==> images/final_congestion.png <==
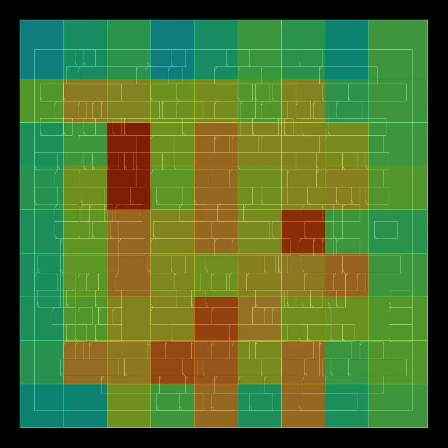
==> images/met3.png <==
The bar under the picture is 20 µm long. Cells faint in the background.
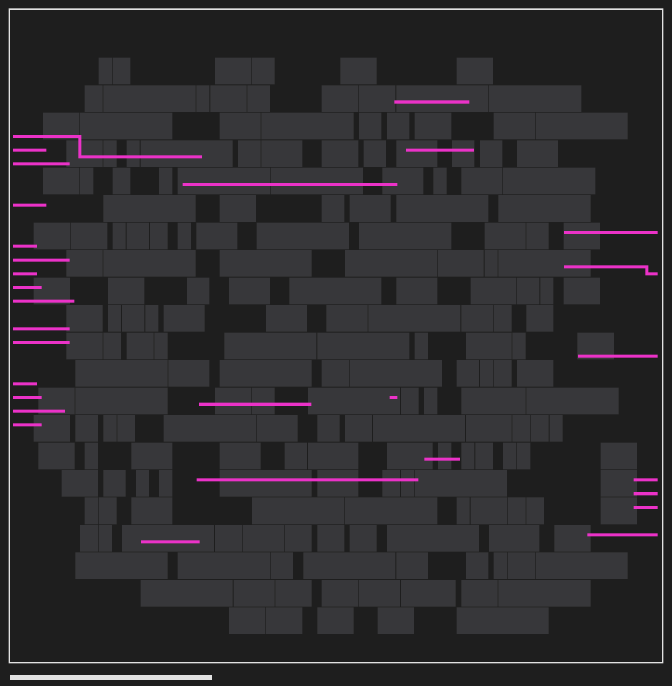
==> images/clock_map.png <==
The bar under the picture is 20 µm long.
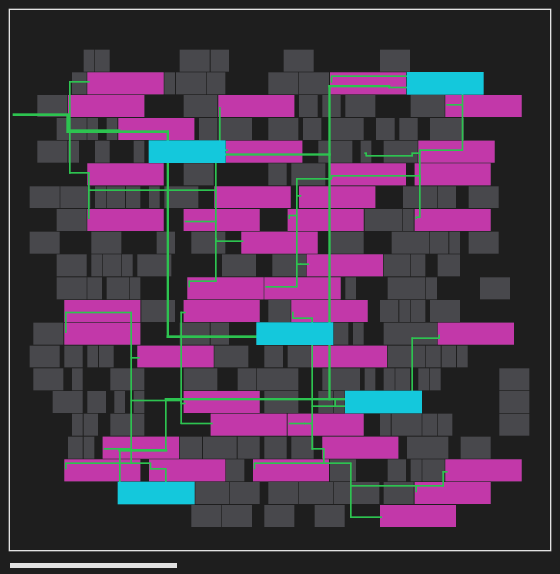
==> images/met2.png <==
Cells faint in the background.
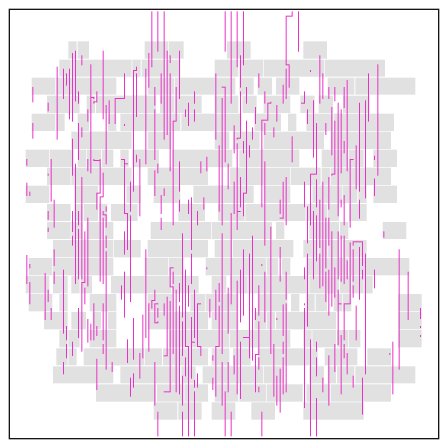
==> images/metal_stack.png <==
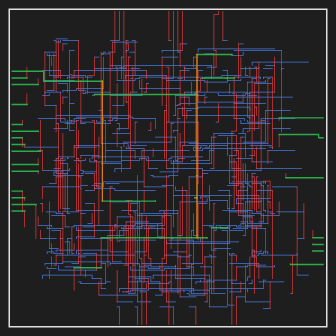
<file path="config.mk">
export PLATFORM = sky130hd
export DESIGN_NAME = seq_magnitude_comparator_flat
export DESIGN_NICKNAME = d
export VERILOG_FILES = /design/src/rtl/seq_magnitude_comparator_if.sv /design/src/rtl/seq_magnitude_comparator.sv /design/src/flat_wrapper.sv
export SDC_FILE = /design/constraint.sdc
export NUM_CORES = 1
export LEC_CHECK = 0
export CAP_MARGIN = 20
export CORE_MARGIN = 2
export CORE_UTILIZATION = 50
export CTS_BUF_LIST = sky130_fd_sc_hd__clkbuf_16
export DETAILED_ROUTE_END_ITERATION = 8
export PLACE_DENSITY = 0.79
export SLEW_MARGIN = 40
export SYNTH_ARGS = -nofsm -noshare
export SYNTH_HDL_FRONTEND = slang
export SYNTH_SLANG_ARGS = --single-unit
</file>
<file path="constraint.sdc">
create_clock -name clk -period 2.52 [get_ports clk]
set_clock_uncertainty 0.2 [all_clocks]
set_input_delay 0.378 -clock clk [delete_from_list [all_inputs] [get_ports clk]]
set_output_delay 0.378 -clock clk [all_outputs]
set_load 0.02 [all_outputs]
</file>
<file path="src/rtl/seq_magnitude_comparator_if.sv">
// Handshake and operand bundle for seq_magnitude_comparator.
// master drives start/A/B(/sgn); slave returns busy/done/G/E/L.
// sgn exists only when COMPARATOR_SIGNED_EN is defined.
interface seq_magnitude_comparator_if #(
    parameter int WIDTH = 16
);
    logic             start;
    logic [WIDTH-1:0] A;
    logic [WIDTH-1:0] B;
`ifdef COMPARATOR_SIGNED_EN
    logic             sgn;
`endif
    logic             busy;
    logic             done;
    logic             G;
    logic             E;
    logic             L;

`ifdef COMPARATOR_SIGNED_EN
    modport master (
        output start, A, B, sgn,
        input  busy, done, G, E, L
    );
    modport slave (
        input  start, A, B, sgn,
        output busy, done, G, E, L
    );
`else
    modport master (
        output start, A, B,
        input  busy, done, G, E, L
    );
    modport slave (
        input  start, A, B,
        output busy, done, G, E, L
    );
`endif
endinterface

</file>
<file path="src/rtl/seq_magnitude_comparator.sv">
// Multi-cycle MSB-first magnitude comparator, DIGIT bits per clock.
// Ports: clk, rst (async, active-high), bus (slave modport):
//   start/A/B[/sgn] in; busy, done, G, E, L out (all registered).
// Optional macro COMPARATOR_SIGNED_EN adds two's-complement mode (sgn).
module seq_magnitude_comparator #(
    parameter int WIDTH = 16,
    parameter int DIGIT = 4
) (
    input logic                     clk,
    input logic                     rst,
    seq_magnitude_comparator_if.slave bus
);
    localparam int N  = WIDTH / DIGIT;
    localparam int IW = (N > 1) ? $clog2(N) : 1;
    localparam logic [IW-1:0] LAST = IW'(N - 1);

    localparam logic [1:0] S_IDLE = 2'd0;
    localparam logic [1:0] S_CMP  = 2'd1;
    localparam logic [1:0] S_DONE = 2'd2;

    logic [1:0]       state;
    logic [WIDTH-1:0] a_q;
    logic [WIDTH-1:0] b_q;
    logic [IW-1:0]    idx;
    logic             g_q;
    logic             e_q;
    logic             l_q;

    logic [WIDTH-1:0] flip;
    logic [DIGIT-1:0] a_top;
    logic [DIGIT-1:0] b_top;

    // Inverting the sign bit of both operands maps two's-complement
    // order onto unsigned order, so the slice datapath stays unsigned.
    always_comb begin
        flip = '0;
`ifdef COMPARATOR_SIGNED_EN
        flip[WIDTH-1] = bus.sgn;
`endif
    end

    // Operands are shifted left each step, so the slice under
    // comparison is always the top DIGIT bits.
    assign a_top = a_q[WIDTH-1 -: DIGIT];
    assign b_top = b_q[WIDTH-1 -: DIGIT];

    always_ff @(posedge clk or posedge rst) begin
        if (rst) begin
            state <= S_IDLE;
            a_q   <= '0;
            b_q   <= '0;
            idx   <= '0;
            g_q   <= 1'b0;
            e_q   <= 1'b0;
            l_q   <= 1'b0;
        end else begin
            unique case (state)
                S_IDLE, S_DONE: begin
                    if (bus.start) begin
                        a_q   <= bus.A ^ flip;
                        b_q   <= bus.B ^ flip;
                        idx   <= LAST;
                        state <= S_CMP;
                    end else begin
                        state <= S_IDLE;
                    end
                end
                S_CMP: begin
                    if (a_top != b_top) begin
                        g_q   <= a_top > b_top;
                        l_q   <= a_top < b_top;
                        e_q   <= 1'b0;
                        state <= S_DONE;
                    end else if (idx == '0) begin
                        g_q   <= 1'b0;
                        e_q   <= 1'b1;
                        l_q   <= 1'b0;
                        state <= S_DONE;
                    end else begin
                        idx <= idx - 1'b1;
                        a_q <= a_q << DIGIT;
                        b_q <= b_q << DIGIT;
                    end
                end
                default: state <= S_IDLE;
            endcase
        end
    end

    assign bus.busy = (state == S_CMP);
    assign bus.done = (state == S_DONE);
    assign bus.G    = g_q;
    assign bus.E    = e_q;
    assign bus.L    = l_q;
endmodule

</file>
<file path="src/flat_wrapper.sv">
// flat-port wrapper written by rule: the top's interface ports become plain ports
module seq_magnitude_comparator_flat 
#(
    parameter int WIDTH = 16,
    parameter int DIGIT = 4
)
  (clk, rst, bus_start, bus_A, bus_B, bus_busy, bus_done, bus_G, bus_E, bus_L);
  seq_magnitude_comparator_if #(.WIDTH(WIDTH)) bus_i ();
  input logic clk;
  input logic rst;
  input wire logic [$bits(bus_i.start)-1:0] bus_start;
  input wire logic [$bits(bus_i.A)-1:0] bus_A;
  input wire logic [$bits(bus_i.B)-1:0] bus_B;
  output wire logic [$bits(bus_i.busy)-1:0] bus_busy;
  output wire logic [$bits(bus_i.done)-1:0] bus_done;
  output wire logic [$bits(bus_i.G)-1:0] bus_G;
  output wire logic [$bits(bus_i.E)-1:0] bus_E;
  output wire logic [$bits(bus_i.L)-1:0] bus_L;
  assign bus_i.start = bus_start;
  assign bus_i.A = bus_A;
  assign bus_i.B = bus_B;
  assign bus_busy = bus_i.busy;
  assign bus_done = bus_i.done;
  assign bus_G = bus_i.G;
  assign bus_E = bus_i.E;
  assign bus_L = bus_i.L;
  seq_magnitude_comparator #(.WIDTH(WIDTH), .DIGIT(DIGIT)) u_core (.clk(clk), .rst(rst), .bus(bus_i));
endmodule
</file>
==> flow.log <==
[report] implementation figures
INFO  metric boundary_pins = around 40
INFO  metric vias = 1343
INFO  metric final_hold_viol_count = 0
INFO  metric maxCapViolations = 0
INFO  metric timing.critical_path.cells = nor2b_4 > clkdlybuf4s50_1
INFO  metric gp_congestion = approximately 0.77
INFO  metric clkSlewWorstSetupHoldPaths = roughly 0.05 ns
INFO  metric worst_vdd_rail_ir_drop = 0.000490 V
INFO  metric aoi_share = 0.199
INFO  metric largest_net_degree_at_the_start_of_global_routing = about 40
INFO  metric post-route-drc-count = 0
INFO  metric synthesis.area = roughly 1800 µm²
INFO  metric antenna_violations_before_repair = 0
INFO  metric min_path_type = flop to flop
INFO  metric die_w = between 60 and 70 µm
INFO  metric placedCellCount = between 200 and 250
INFO  metric cp-endpoint = bus_busy
INFO  metric yosys.stat.seqShare = 0.533
INFO  metric power.internal = about 1.7 mW
INFO  metric tns = 0 ns
INFO  metric port_buffers = 39
INFO  metric synth.ff_latch_count = 39
INFO  metric groute.usage.overall = 0.205
INFO  metric mappedNetlistNets = 198
INFO  metric largestClassByArea = registers
INFO  metric p_seq_frac = 0.431
INFO  metric n_multi_input_combinational_cell = 98
INFO  metric die_area = 4160 µm²
INFO  metric seq_area_frac = 0.410
INFO  metric startpoint = u_core.state[0]
INFO  metric num-fill-cells = approximately 260
INFO  metric postSynthAreaPerCell = about 12 µm²
INFO  metric cts_htree_levels = 2
INFO  metric ys_chip_area = 1830 µm²
INFO  metric cts-root-buf = sky130_fd_sc_hd__clkbuf_16
INFO  metric floorplan.rows = 21
INFO  metric worstSetupPathDepth = 2
INFO  metric reg2reg_from = u_core.b_q[15]
INFO  metric cts.sink_count = 39
INFO  metric numSequentialCells = 39
INFO  metric synthesis.yosys.warnings = 0
INFO  metric status = completed
INFO  metric final-setup-viol-count = 0
INFO  metric crit_path_start_kind = flop
INFO  metric min_period = approximately 2.1 ns
INFO  metric total_clock_network_power = between 0.5 and 0.6 mW
INFO  metric cp_slowest_cell = sky130_fd_sc_hd__clkdlybuf4s50_1
INFO  metric fin_cells = between 200 and 250
INFO  metric global_route_congestion_overflow_total = 0
INFO  metric simple_gate_share = 0.163
INFO  metric final.signal_inverter_count = 10
INFO  metric timing.setup.critical_path_class = flop to output pin
INFO  metric min_delay_path_depth = 2
INFO  metric tapCellCount = approximately 46
INFO  metric maxClockFrequency = about 470 MHz
INFO  metric cellLeakagePower = ~1.0 nW
INFO  metric pwr_density = approximately 1100 nW/µm²
INFO  metric finalWirelength = between 3000 and 4000 µm
INFO  metric worst-r2r-setup-slack = between 0.5 and 0.6 ns
INFO  metric area_growth = 29.9%
INFO  metric post_synth_fa_ha_maj_area_fraction = 0.0342
INFO  metric synth.area.mux_share = 0.00820
INFO  metric critical-path-top-delay-family = buffers and inverters
INFO  metric fin_ws = 0.385 ns
INFO  metric number_of_clock_buffers_inserted_by_tritoncts = 5
INFO  metric initCoreUtil = 0.536
INFO  metric tool_warnings = 26
INFO  metric drt_pre_antenna_iters = 4
INFO  metric non_clock_buffer_count_in_the_final_layout = approximately 44
INFO  metric net_switching_power_figure = 0.814 mW
INFO  metric comb_area_frac = 0.313
INFO  metric detail-route-antenna-nets = 0
INFO  metric critPathArrivalTime = 1.56 ns
INFO  metric crit-reg2reg-capture = u_core.b_q[15]
INFO  metric logic_area = between 700 and 800 µm²
-- final_congestion.png (at the start) --
met2 usage in global routing: 0.337
most used routing layer: met2

-- met3.png (at the start) --
wire length on this layer: 187 µm
share of all routed wire: 5.1%
main direction: horizontal
longest straight run: 21.6 µm

-- clock_map.png (at the start) --
[cyan] cells driving clock nets | count: 5
[green] clock wires | length: 477 µm
[magenta] flip-flops | count: 39
flops lie: widely spread
routed clock nets: 6

-- met2.png (at the start) --
share of all routed wire: 50%
wire length on this layer: 1830 µm
main direction: vertical
nets with wire on the layer: 210

-- metal_stack.png (at the start) --
[blue] met1 | wire length: 1550 µm
[green] met3 | wire length: 187 µm
[red] met2 | wire length: 1830 µm
[orange] met4 | wire length: 61.9 µm

cells in the mapped netlist:
library cell	count	area, µm²
sky130_fd_sc_hd__o221a_2	23	259
sky130_fd_sc_hd__nand2b_1	20	125
sky130_fd_sc_hd__clkbuf_1	3	11.3
sky130_fd_sc_hd__o221a_1	1	11.3
sky130_fd_sc_hd__or2b_1	4	30.0
sky130_fd_sc_hd__nand3_4	1	17.5
sky130_fd_sc_hd__inv_1	10	37.5
sky130_fd_sc_hd__dfrtp_1	39	976
sky130_fd_sc_hd__mux2_4	1	15.0
sky130_fd_sc_hd__nand4_1	1	6.26
sky130_fd_sc_hd__a32o_1	1	10.0
sky130_fd_sc_hd__nand2_1	19	71.3
sky130_fd_sc_hd__a21oi_1	4	20.0
sky130_fd_sc_hd__ha_1	5	62.6
sky130_fd_sc_hd__buf_2	4	20.0
sky130_fd_sc_hd__nor2b_1	2	12.5
sky130_fd_sc_hd__nor2b_4	1	13.8
sky130_fd_sc_hd__and4_1	1	8.76
sky130_fd_sc_hd__buf_6	4	45.0
sky130_fd_sc_hd__o21ai_0	13	65.1
sky130_fd_sc_hd__nand2b_4	1	13.8
state kept, by name, indices dropped and copies added, names as in the netlist:
| name | count |
|---|---|
| u_core.bus.L | 1 |
| u_core.state | 2 |
| u_core.a_q | 16 |
| u_core.b_q | 16 |
| u_core.bus.G | 1 |
| u_core.idx | 2 |
| u_core.bus.E | 1 |
per-layer routing:
layer	up-vias	global-route usage	part of all wire
li1	646	-	-
met1	658	0.247	0.43
met2	33	0.337	0.50
met3	6	0.0660	0.051
met4	0	0.0878	0.017
met5	-	0	0
stage by stage:
step | instance area [µm²] | util
floorplan | 1830 | -
global placement | 2240 | 0.657
detailed placement | 2240 | 0.657
CTS | 2380 | 0.697
global route | 2380 | 0.697
finish | 2380 | 0.697
Power is estimated from default activity; no workload was simulated.
